$ cat config.mk
export PLATFORM = sky130hd
export DESIGN_NAME = imm_ext_pipe
export DESIGN_NICKNAME = d
export VERILOG_FILES = /design/src/rtl/imm_ext_pkg.sv /design/src/rtl/imm_ext_core.sv /design/src/rtl/imm_ext_pipe.sv
export SDC_FILE = /design/constraint.sdc
export NUM_CORES = 1
export LEC_CHECK = 0
export CAP_MARGIN = 20
export CORE_MARGIN = 2
export CORE_UTILIZATION = 45
export DETAILED_ROUTE_END_ITERATION = 6
export PLACE_DENSITY = 0.79
export SYNTH_ARGS = -nofsm -noshare
export SYNTH_HDL_FRONTEND = slang
export SYNTH_HIERARCHICAL = 1
export SYNTH_SLANG_ARGS = --single-unit
$ cat constraint.sdc
create_clock -name clk -period 1.3 [get_ports clk]
set_clock_uncertainty 0.05 [all_clocks]
set_input_delay 0.26 -clock clk [delete_from_list [all_inputs] [get_ports clk]]
set_output_delay 0.26 -clock clk [all_outputs]
set_load 0.005 [all_outputs]
$ cat src/rtl/imm_ext_pkg.sv
// Shared definitions for the immediate-extension unit: mode codes,
// mode field width and the skid-buffer occupancy states.
package imm_ext_pkg;

  localparam int IMM_MODE_W = 3;

  localparam logic [IMM_MODE_W-1:0] IMM_MODE_ZERO   = 3'd0;
  localparam logic [IMM_MODE_W-1:0] IMM_MODE_SIGN   = 3'd1;
  localparam logic [IMM_MODE_W-1:0] IMM_MODE_LUI    = 3'd2;
  localparam logic [IMM_MODE_W-1:0] IMM_MODE_BRANCH = 3'd3;

  // Occupancy of the 2-entry output buffer.
  typedef enum logic [1:0] {
    ST_EMPTY = 2'd0,
    ST_ONE   = 2'd1,
    ST_TWO   = 2'd2
  } buf_state_t;

endpackage

$ cat src/rtl/imm_ext_core.sv
// Combinational immediate extender. Produces the DATA_W-bit operand and an
// illegal-mode flag from a raw immediate and a 3-bit mode code.
module imm_ext_core
  import imm_ext_pkg::*;
#(
  parameter int IMM_W   = 16,
  parameter int DATA_W  = 32,
  parameter int SHIFT_B = 2
) (
  input  logic [IMM_W-1:0]      in_imm,
  input  logic [IMM_MODE_W-1:0] in_mode,
  output logic [DATA_W-1:0]     data,
  output logic                  err
);

  logic signed [DATA_W-1:0] sext;
  logic        [DATA_W-1:0] zext;
  logic        [DATA_W-1:0] upper;

  assign sext  = {{(DATA_W-IMM_W){in_imm[IMM_W-1]}}, in_imm};
  assign zext  = {{(DATA_W-IMM_W){1'b0}}, in_imm};
  assign upper = {in_imm, {(DATA_W-IMM_W){1'b0}}};

  // Select the extension; any unassigned mode returns zero with err set.
  always_comb begin
    data = '0;
    err  = 1'b0;
    case (in_mode)
      IMM_MODE_ZERO:   data = zext;
      IMM_MODE_SIGN:   data = sext;
      IMM_MODE_LUI:    data = upper;
      IMM_MODE_BRANCH: data = sext <<< SHIFT_B;
      default:         err  = 1'b1;
    endcase
  end

endmodule

$ cat src/rtl/imm_ext_pipe.sv
// Registered immediate-extension stage with a 2-entry skid buffer.
// Extension is done at the input; the buffered result, error flag and tag
// are presented through a valid/ready output. in_ready comes from a flop.
// Optional feature macro IMM_EXT_PERF_EN adds perf_cnt (output transfers,
// wrapping) and perf_err (output transfers with out_err, saturating).
module imm_ext_pipe
  import imm_ext_pkg::*;
#(
  parameter int IMM_W   = 16,
  parameter int DATA_W  = 32,
  parameter int SHIFT_B = 2,
  parameter int TAG_W   = 5
) (
  input  logic                  clk,
  input  logic                  rst_n,
  input  logic                  flush,
  input  logic                  in_valid,
  output logic                  in_ready,
  input  logic [IMM_W-1:0]      in_imm,
  input  logic [IMM_MODE_W-1:0] in_mode,
  input  logic [TAG_W-1:0]      in_tag,
  output logic                  out_valid,
  input  logic                  out_ready,
  output logic [DATA_W-1:0]     out_data,
  output logic                  out_err,
  output logic [TAG_W-1:0]      out_tag
`ifdef IMM_EXT_PERF_EN
  ,
  output logic [31:0]           perf_cnt,
  output logic [15:0]           perf_err
`endif
);

  // ---- stage p0: combinational extension of the incoming beat ----
  logic [DATA_W-1:0] ext_data_p0;
  logic              ext_err_p0;

  imm_ext_core #(
    .IMM_W   (IMM_W),
    .DATA_W  (DATA_W),
    .SHIFT_B (SHIFT_B)
  ) u_core (
    .in_imm  (in_imm),
    .in_mode (in_mode),
    .data    (ext_data_p0),
    .err     (ext_err_p0)
  );

  // ---- stage p1: main and skid registers ----
  buf_state_t        state, next_state;
  logic              rdy;
  logic              in_xfer, out_xfer;
  logic              load_main_in, load_main_skid, load_skid;

  logic [DATA_W-1:0] main_data_p1, skid_data_p1;
  logic              main_err_p1,  skid_err_p1;
  logic [TAG_W-1:0]  main_tag_p1,  skid_tag_p1;

  assign in_ready  = rdy;
  assign out_valid = (state != ST_EMPTY);
  assign out_data  = main_data_p1;
  assign out_err   = main_err_p1;
  assign out_tag   = main_tag_p1;

  assign in_xfer  = in_valid && rdy;
  assign out_xfer = out_valid && out_ready;

  // Buffer occupancy transitions and register load selects.
  always_comb begin
    next_state     = state;
    load_main_in   = 1'b0;
    load_main_skid = 1'b0;
    load_skid      = 1'b0;
    case (state)
      ST_EMPTY: begin
        if (in_xfer) begin
          load_main_in = 1'b1;
          next_state   = ST_ONE;
        end
      end
      ST_ONE: begin
        if (in_xfer && out_xfer) begin
          load_main_in = 1'b1;
        end else if (in_xfer) begin
          load_skid  = 1'b1;
          next_state = ST_TWO;
        end else if (out_xfer) begin
          next_state = ST_EMPTY;
        end
      end
      ST_TWO: begin
        if (out_xfer) begin
          load_main_skid = 1'b1;
          next_state     = ST_ONE;
        end
      end
      default: next_state = ST_EMPTY;
    endcase
  end

  // State and registered ready; reset and flush both return to EMPTY.
  always_ff @(posedge clk) begin
    if (!rst_n || flush) begin
      state <= ST_EMPTY;
      rdy   <= 1'b1;
    end else begin
      state <= next_state;
      rdy   <= (next_state != ST_TWO);
    end
  end

  // Main/skid payload; cleared on reset and flush so outputs read zero.
  always_ff @(posedge clk) begin
    if (!rst_n || flush) begin
      main_data_p1 <= '0;
      main_err_p1  <= 1'b0;
      main_tag_p1  <= '0;
      skid_data_p1 <= '0;
      skid_err_p1  <= 1'b0;
      skid_tag_p1  <= '0;
    end else begin
      if (load_main_in) begin
        main_data_p1 <= ext_data_p0;
        main_err_p1  <= ext_err_p0;
        main_tag_p1  <= in_tag;
      end else if (load_main_skid) begin
        main_data_p1 <= skid_data_p1;
        main_err_p1  <= skid_err_p1;
        main_tag_p1  <= skid_tag_p1;
      end
      if (load_skid) begin
        skid_data_p1 <= ext_data_p0;
        skid_err_p1  <= ext_err_p0;
        skid_tag_p1  <= in_tag;
      end
    end
  end

`ifdef IMM_EXT_PERF_EN
  // Transfer counters; flush suppresses the transfer but keeps the counts.
  always_ff @(posedge clk) begin
    if (!rst_n) begin
      perf_cnt <= '0;
      perf_err <= '0;
    end else if (out_xfer && !flush) begin
      perf_cnt <= perf_cnt + 32'd1;
      if (main_err_p1 && (perf_err != 16'hFFFF))
        perf_err <= perf_err + 16'd1;
    end
  end
`endif

endmodule

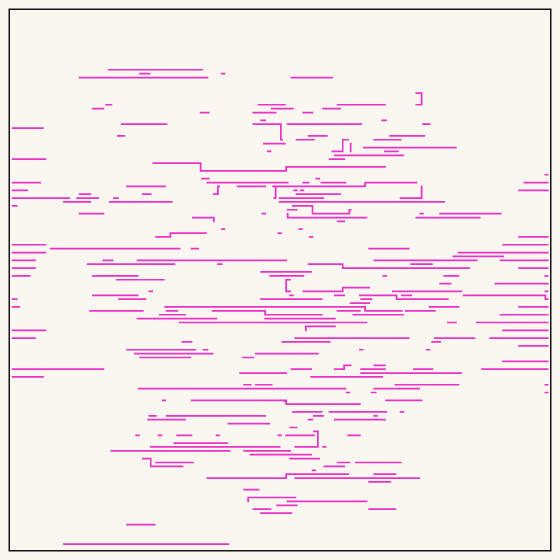
Figure 1: run 1, the metal 3 layer.
nets with wire on the layer	138
longest straight run	36.1 um
share of all routed wire	11%
main direction	horizontal
wire length on this layer	1,610 um

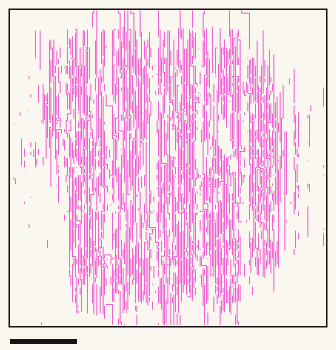
Figure 2: run 1, signal wires on met2.
Bar = 20 um.
nets with wire on the layer	552
wire length on this layer	7,110 um
main direction	vertical
longest straight run	46.9 um
share of all routed wire	47%

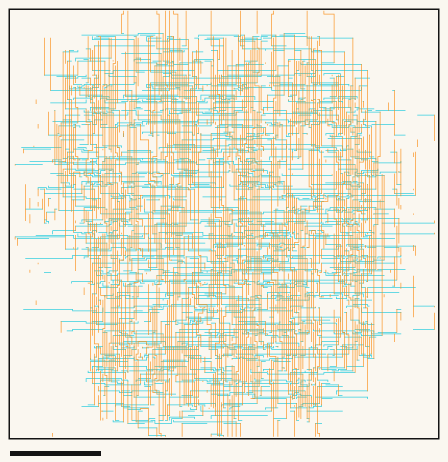
Figure 3: run 1, routed metal, one colour a layer.
Bar = 20 um. Only two layers are drawn.
layer	colour	wire length
met1	cyan	5,360 um
met2	orange	7,110 um

==> qor.txt, run 1 <==
hold buffer count at cts = 0
CP Launch Type = flip-flop
slew margin rel. = 72.9%
final total power = 5.40 mW
All-Layer GR Usage = 29.0%
worst setup path start = state[1]
htree depth = 3
# diodes = 0
internal cell power = 3.86 mW
number of remaining DRC errors = 0
CP Class = reg -> reg
antenna viol nets, final = 0
Seq share, synth = 43.0%
failing checks = negative setup slack
number of setup violations in the final report = 79
clk cell area share = 3.40%
post-synthesis average cell area = 7.51 sq um
Reg2Reg Depth = 8
area share of the largest cell type after synthesis = 43.0%
Max Cap Viol = 0
P_sw = 1.54 mW
# rows = 32
synthesized area = 3680 sq um
Non-CTS inverters = 2
highest-power group = sequential cells
Clk. pwr = 1.88 mW
status = complete, but fails checks
Gate Count Post-Synth = 490
Worst Path Arrival = 1830 ps
PnR worst setup slack = -293 ps
slowest cell on the critical path = dfxtp_4
critical path depth = 8
Vias = 4,306
Crit path largest cell delay = 370 ps
crit end category = flip-flop
Biggest Area Class = combinational gates
hpwl dp = 6280 um
worst hold path stage count = 2
==> run 1: synthesized netlist by cell type (all sizes together) <==
library cell  count
nor3b             3
a311oi            1
nor3              1
nor2b             2
o22a              1
nand3b           14
nand2b           17
mux2              1
a21oi            67
nor2              3
nand4b            1
nand3            15
mux2i             1
clkbuf           15
buf              31
a31oi            38
nand2           156
o21ai            38
or3               2
inv               2
dfxtp            79
or2               2
==> run 1: kinds of logic (layout without fill, tap and decap cells) <==
kind of cell / count (synthesis) / in the layout / share of synthesized area, %
muxes: 2 / 2 / 0.578
AOI/OAI and AO/OA: 145 / 145 / 21.4
buffers and inverters: 48 / 131 / 8.43
and+or+nand+nor: 216 / 217 / 26.6
DFF: 79 / 79 / 43.0
Figure 4. The clock network (run 1).
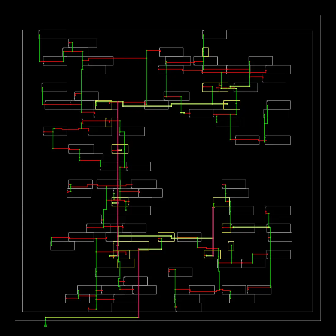

==> run 2, diff against run 1 <==
CTS_BUF_LIST = sky130_fd_sc_hd__clkbuf_16   (was not set)
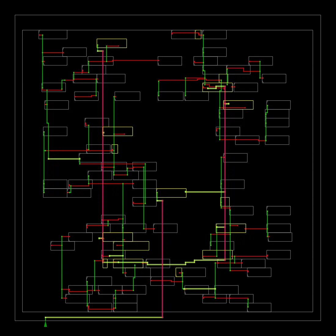
Figure 5: run 2, the clock network.
# clock sinks: 79
Clk. pwr: 2.51 mW
flop count: 79
Clk Latency, worst-skew pair: 350 ps

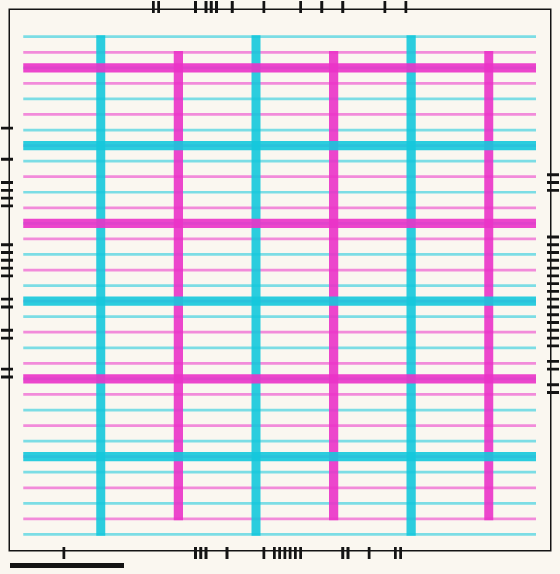
Figure 6: run 2, power grid.
Bar = 20 um. Pins as bars on the die edge.
net	colour
VSS	cyan
VDD	magenta
met5 straps	6
rows	32
met4 straps	6
area of the core: 7810 sq um
worst IR drop on VDD: 0.000608 V
Die Width: 94.4 um
DIE HEIGHT: 94.4 um

==> qor.txt, run 2 <==
clk_buf instances = 9 (was 10)
Synth top cells by count = nand2_1 (155), dfxtp_1 (79), a21oi_1 (67), a31oi_1 (38), o21ai_0 (36) (unchanged)
layout cells sized above 1 = 37.3% (was 42.2%)
Switching Share = 26.9% (was 28.5%)
clock root buffer = clkbuf_16 (was clkbuf_8)
number of remaining DRC errors = 0 (unchanged)
Biggest Area Class = combinational gates (unchanged)
sequential fraction of design power = 42.0% (was 46.5%)
All-Layer GR Usage = 31.4% (was 29.0%)
Hold EP = out_data[8] (was skid_data_p1[11])
hpwl dp = 6280 um (unchanged)
critical path depth = 5 (was 8)
antenna viol nets, final = 0 (unchanged)
number of setup violations in the final report = 77 (was 79)
destination of the critical timing path = out_data[21] (was skid_data_p1[9])
proportion of cell area occupied by registers = 26.6% (was 27.8%)
Logic pwr share = 16.1% (was 18.7%)
synthesized area = 3680 sq um (unchanged)
internal cell power = 4.38 mW (was 3.86 mW)
Die Area = 8920 sq um (unchanged)
Max Cap Viol = 0 (unchanged)
register area = 1600 sq um (was 1620 sq um)
asr flop ratio synth = 0% (unchanged)
post-synthesis average cell area = 7.51 sq um (unchanged)
slew margin rel. = 66.4% (was 72.9%)
grt ovf = 0 (unchanged)
clock power share = 41.9% (was 34.7%)
P_sw = 1.61 mW (was 1.54 mW)
Non-CTS inverters = 2 (unchanged)
highest-power group = sequential cells (unchanged)
input/output buffers = 68 (unchanged)
Synth flops = 79 (unchanged)
Seq share, synth = 43.0% (unchanged)
M1 GR Usage = 38.5% (was 34.1%)
area share of the largest cell type after synthesis = 43.0% (unchanged)
Yosys Instances = 490 (unchanged)
PnR worst setup slack = -316 ps (was -293 ps)
gr busiest metal = met2 (unchanged)
# nets final = 601 (was 598)
hold buffer count at cts = 0 (unchanged)
CP Class = reg -> reg (unchanged)
Gate Count Post-Synth = 490 (unchanged)
worst setup path start = state[0] (was state[1])
RSZ-0062 raised after global routing = true (unchanged)
htree depth = 3 (unchanged)
clk cell area share = 4.81% (was 3.40%)
worst hold path stage count = 2 (unchanged)
drt wl/cell = 23.1 um (was 22.2 um)
CP Launch Type = flip-flop (unchanged)
Reg2Reg Depth = 5 (was 8)
crit end category = flip-flop (unchanged)
EDFF count, synth = 0 (unchanged)
failing checks = negative setup slack (unchanged)
status = complete, but fails checks (unchanged)
Crit path largest cell delay = 470 ps (was 370 ps)
# rows = 32 (unchanged)
CTS clock-pin slew for the worst setup and hold paths = 70 ps (was 90 ps)
CTS tree = built (unchanged)
most frequent cell after synthesis = nand2_1 (unchanged)
origin of the critical flop-to-flop path = state[0] (was state[1])
Well-Tap Cells = 102 (unchanged)
slowest cell on the critical path = or3_4 (was dfxtp_4)
# diodes = 0 (unchanged)
slew at the pin with the worst max-slew slack = 503 ps (was 407 ps)
Worst Path Arrival = 1770 ps (was 1830 ps)
final total power = 5.99 mW (was 5.40 mW)
reg-to-reg endpoint = out_data[21] (was skid_data_p1[9])
Routability Congestion = 0.843 (unchanged)
main flop type = dfxtp_1 (unchanged)
floorplan net count = 519 (unchanged)
First-pass DRT Iterations = 5 (was 6)
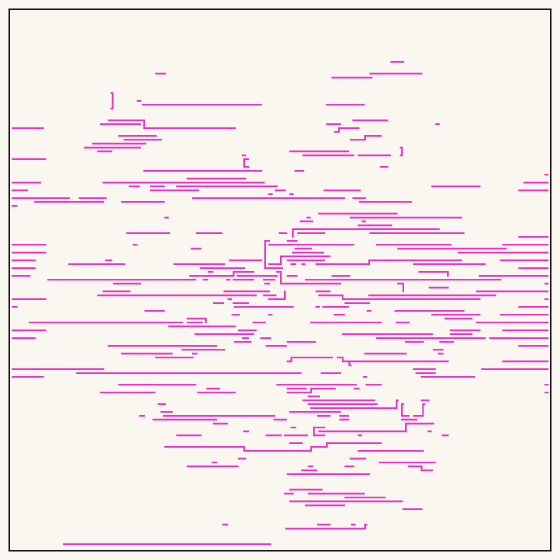
Figure 7: run 2, the metal 3 layer.
main direction	horizontal
share of all routed wire	11%
nets with wire on the layer	164
Routed WL: 15,700 um
Vias: 4,394
grt met3 use: 7.02%

[run 2: cell count changes in the layout (fill, tap and decap cells not counted), sizes merged]
cell and change:
buf +6, clkbuf -4, dlygate4sd2 +3, dlymetal6s2s -2, bufbuf +1, clkdlybuf4s50 -1, clkinv +1, or3 -1
[run 2: cell families after synthesis]
| logic type | share of synthesized area (%) |
|---|---|
| AND-OR/OR-AND | 21.4 |
| AND/OR/NAND/NOR | 26.6 |
| multiplexers | 0.578 |
| buffers and inverters | 8.43 |
| flip-flops | 43.0 |
[run 2: metal layers]
layer	vias up	wire [um]
li1	1843	-
met4	0	1130
met2	398	7220
met1	2045	5570
met5	-	0
met3	108	1780
Figure 8. Routed metal, one colour a layer (run 2).
Bar = 20 um. Only two layers are drawn.
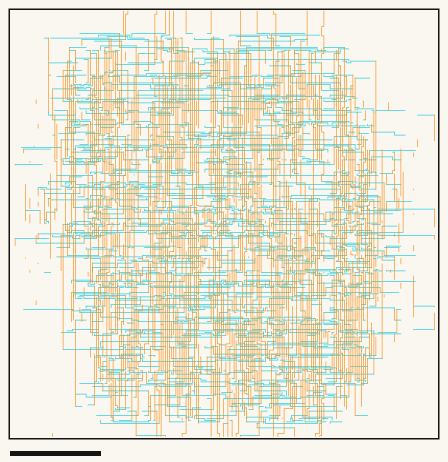

==> run 3, diff against run 2 <==
CORE_ASPECT_RATIO = 0.6   (was not set)
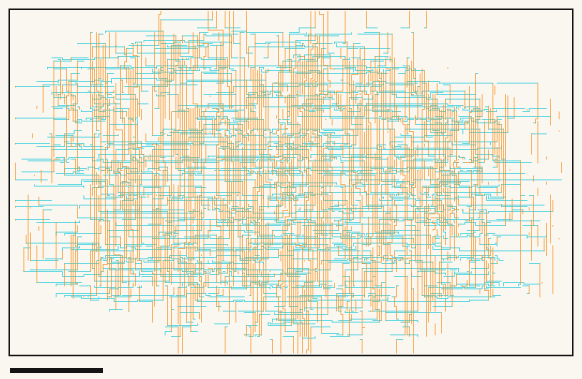
Figure 9: run 3, routed metal, one colour a layer.
Bar = 20 um. Only two layers are drawn.
Routed WL: 14,600 um
drt wl/cell: 21.2 um

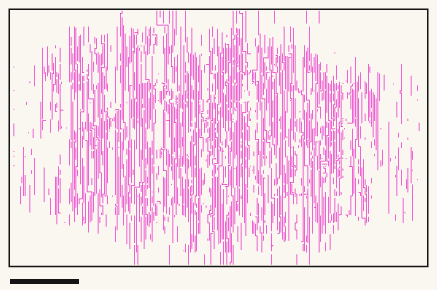
Figure 10: run 3, signal wires on met2.
Bar = 20 um.
wire length on this layer	6,580 um
nets with wire on the layer	520
Vias: 4,204
M2 GR Usage: 43.4%

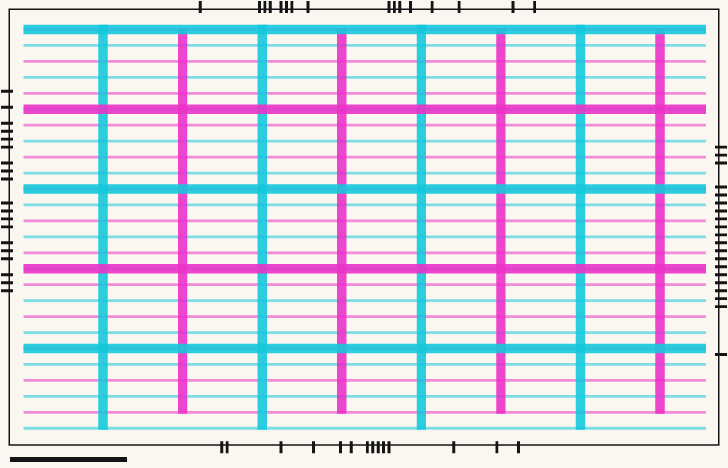
Figure 11: run 3, power grid.
Bar = 20 um. Pins as bars on the die edge.
net	colour
VSS	cyan
VDD	magenta
met4 straps	8
signal pins	69
area of the core: 7910 sq um
DIE HEIGHT: 74.0 um
Die Width: 121 um
worst IR drop on VDD: 0.000781 V

==> qor.txt, run 3 <==
number of remaining DRC errors = 0 (unchanged)
clk_buf instances = 9 (unchanged)
P_sw = 1.63 mW (was 1.61 mW)
number of setup violations in the final report = 77 (unchanged)
All-Layer GR Usage = 26.8% (was 31.4%)
# diodes = 0 (unchanged)
Synth top cells by count = nand2_1 (155), dfxtp_1 (79), a21oi_1 (67), a31oi_1 (38), o21ai_0 (36) (unchanged)
post-synthesis average cell area = 7.51 sq um (unchanged)
Clk. pwr = 2.69 mW (was 2.51 mW)
Max Cap Viol = 0 (unchanged)
synthesized area = 3680 sq um (unchanged)
crit end category = flip-flop (unchanged)
critical path depth = 6 (was 5)
Adder Area Share = 0% (unchanged)
Non-CTS inverters = 2 (unchanged)
failing checks = negative setup slack (unchanged)
htree depth = 3 (unchanged)
register area = 1600 sq um (unchanged)
Synth flops = 79 (unchanged)
Logic pwr share = 17.6% (was 16.1%)
Yosys Instances = 490 (unchanged)
total leakage power = 2.10 nW (was 2.25 nW)
Gate Count Post-Synth = 490 (unchanged)
CP Class = reg -> reg (unchanged)
input/output buffers = 68 (unchanged)
Seq share, synth = 43.0% (unchanged)
clock power share = 42.6% (was 41.9%)
RSZ-0062 raised after global routing = true (unchanged)
Die Area = 8940 sq um (was 8920 sq um)
Post-Synth Simple-Gate Area = 26.6% (unchanged)
buffer count from post-CTS setup fixing = 6 (was 12)
status = complete, but fails checks (unchanged)
slew margin rel. = 70.7% (was 66.4%)
slew at the pin with the worst max-slew slack = 439 ps (was 503 ps)
flop count = 79 (unchanged)
logic share of the area = 38.8% (was 40.8%)
worst hold path stage count = 2 (unchanged)
origin of the critical flop-to-flop path = state[0] (unchanged)
Well-Tap Cells = 108 (was 102)
CP Launch Type = flip-flop (unchanged)
antenna viol nets, final = 0 (unchanged)
First-pass DRT Iterations = 6 (was 5)
Clk Latency, worst-skew pair = 340 ps (was 350 ps)
Biggest Area Class = combinational gates (unchanged)
# clock sinks = 79 (unchanged)
CTS clock-pin slew for the worst setup and hold paths = 60 ps (was 70 ps)
area share of the largest cell type after synthesis = 43.0% (unchanged)
EDFF count, synth = 0 (unchanged)
CTS tree = built (unchanged)
highest-power group = the clock network (was sequential cells)
hold buffer count at cts = 0 (unchanged)
layout cells sized above 1 = 25.5% (was 37.3%)
worst setup path start = state[0] (unchanged)
asr flop ratio synth = 0% (unchanged)
Routability Congestion = 0.819 (was 0.843)
Dominant combinational family = simple AND/OR/NAND/NOR gates (unchanged)
# rows = 25 (was 32)
hpwl dp = 6310 um (was 6280 um)
PnR worst setup slack = -292 ps (was -316 ps)
sequential fraction of design power = 39.8% (was 42.0%)
main flop type = dfxtp_1 (unchanged)
most frequent cell after synthesis = nand2_1 (unchanged)
# nets final = 604 (was 601)
XORs/XNORs by Area = 0% (unchanged)
clock root buffer = clkbuf_16 (unchanged)
mux cell area share after synthesis = 0.578% (unchanged)
internal cell power = 4.68 mW (was 4.38 mW)
floorplan net count = 519 (unchanged)
Switching Share = 25.8% (was 26.9%)
-- run 3: path summary, 6_finish.rpt --
kind                                         end  slack, ps
worst max-delay path            skid_data_p1[26]       -290
worst min-delay path             skid_data_p1[8]        410
worst max register to register  skid_data_p1[26]       -290
worst min register to register   skid_data_p1[8]        410
-- run 3: routing by layer --
metal	global-route usage (%)	routed length, um	vias up
met2	43.4	6580	331
met5	0	0	-
met4	7.36	632	0
met3	8.51	1930	76
met1	35.0	5470	1945
li1	-	-	1852
-- run 3: through the flow --
step	util, %	setup slack [ps]	std cells	hold slack [ps]	power [mW]
floorplan	-	-66.8	490	346	2.91
global placement	57.1	-553	643	392	3.22
detailed placement	57.1	-600	643	400	3.23
CTS	67.5	-245	674	393	6.10
global route	74.4	-307	688	428	6.45
finish	74.4	-292	688	408	6.31
Power and IR drop assume default switching activity.
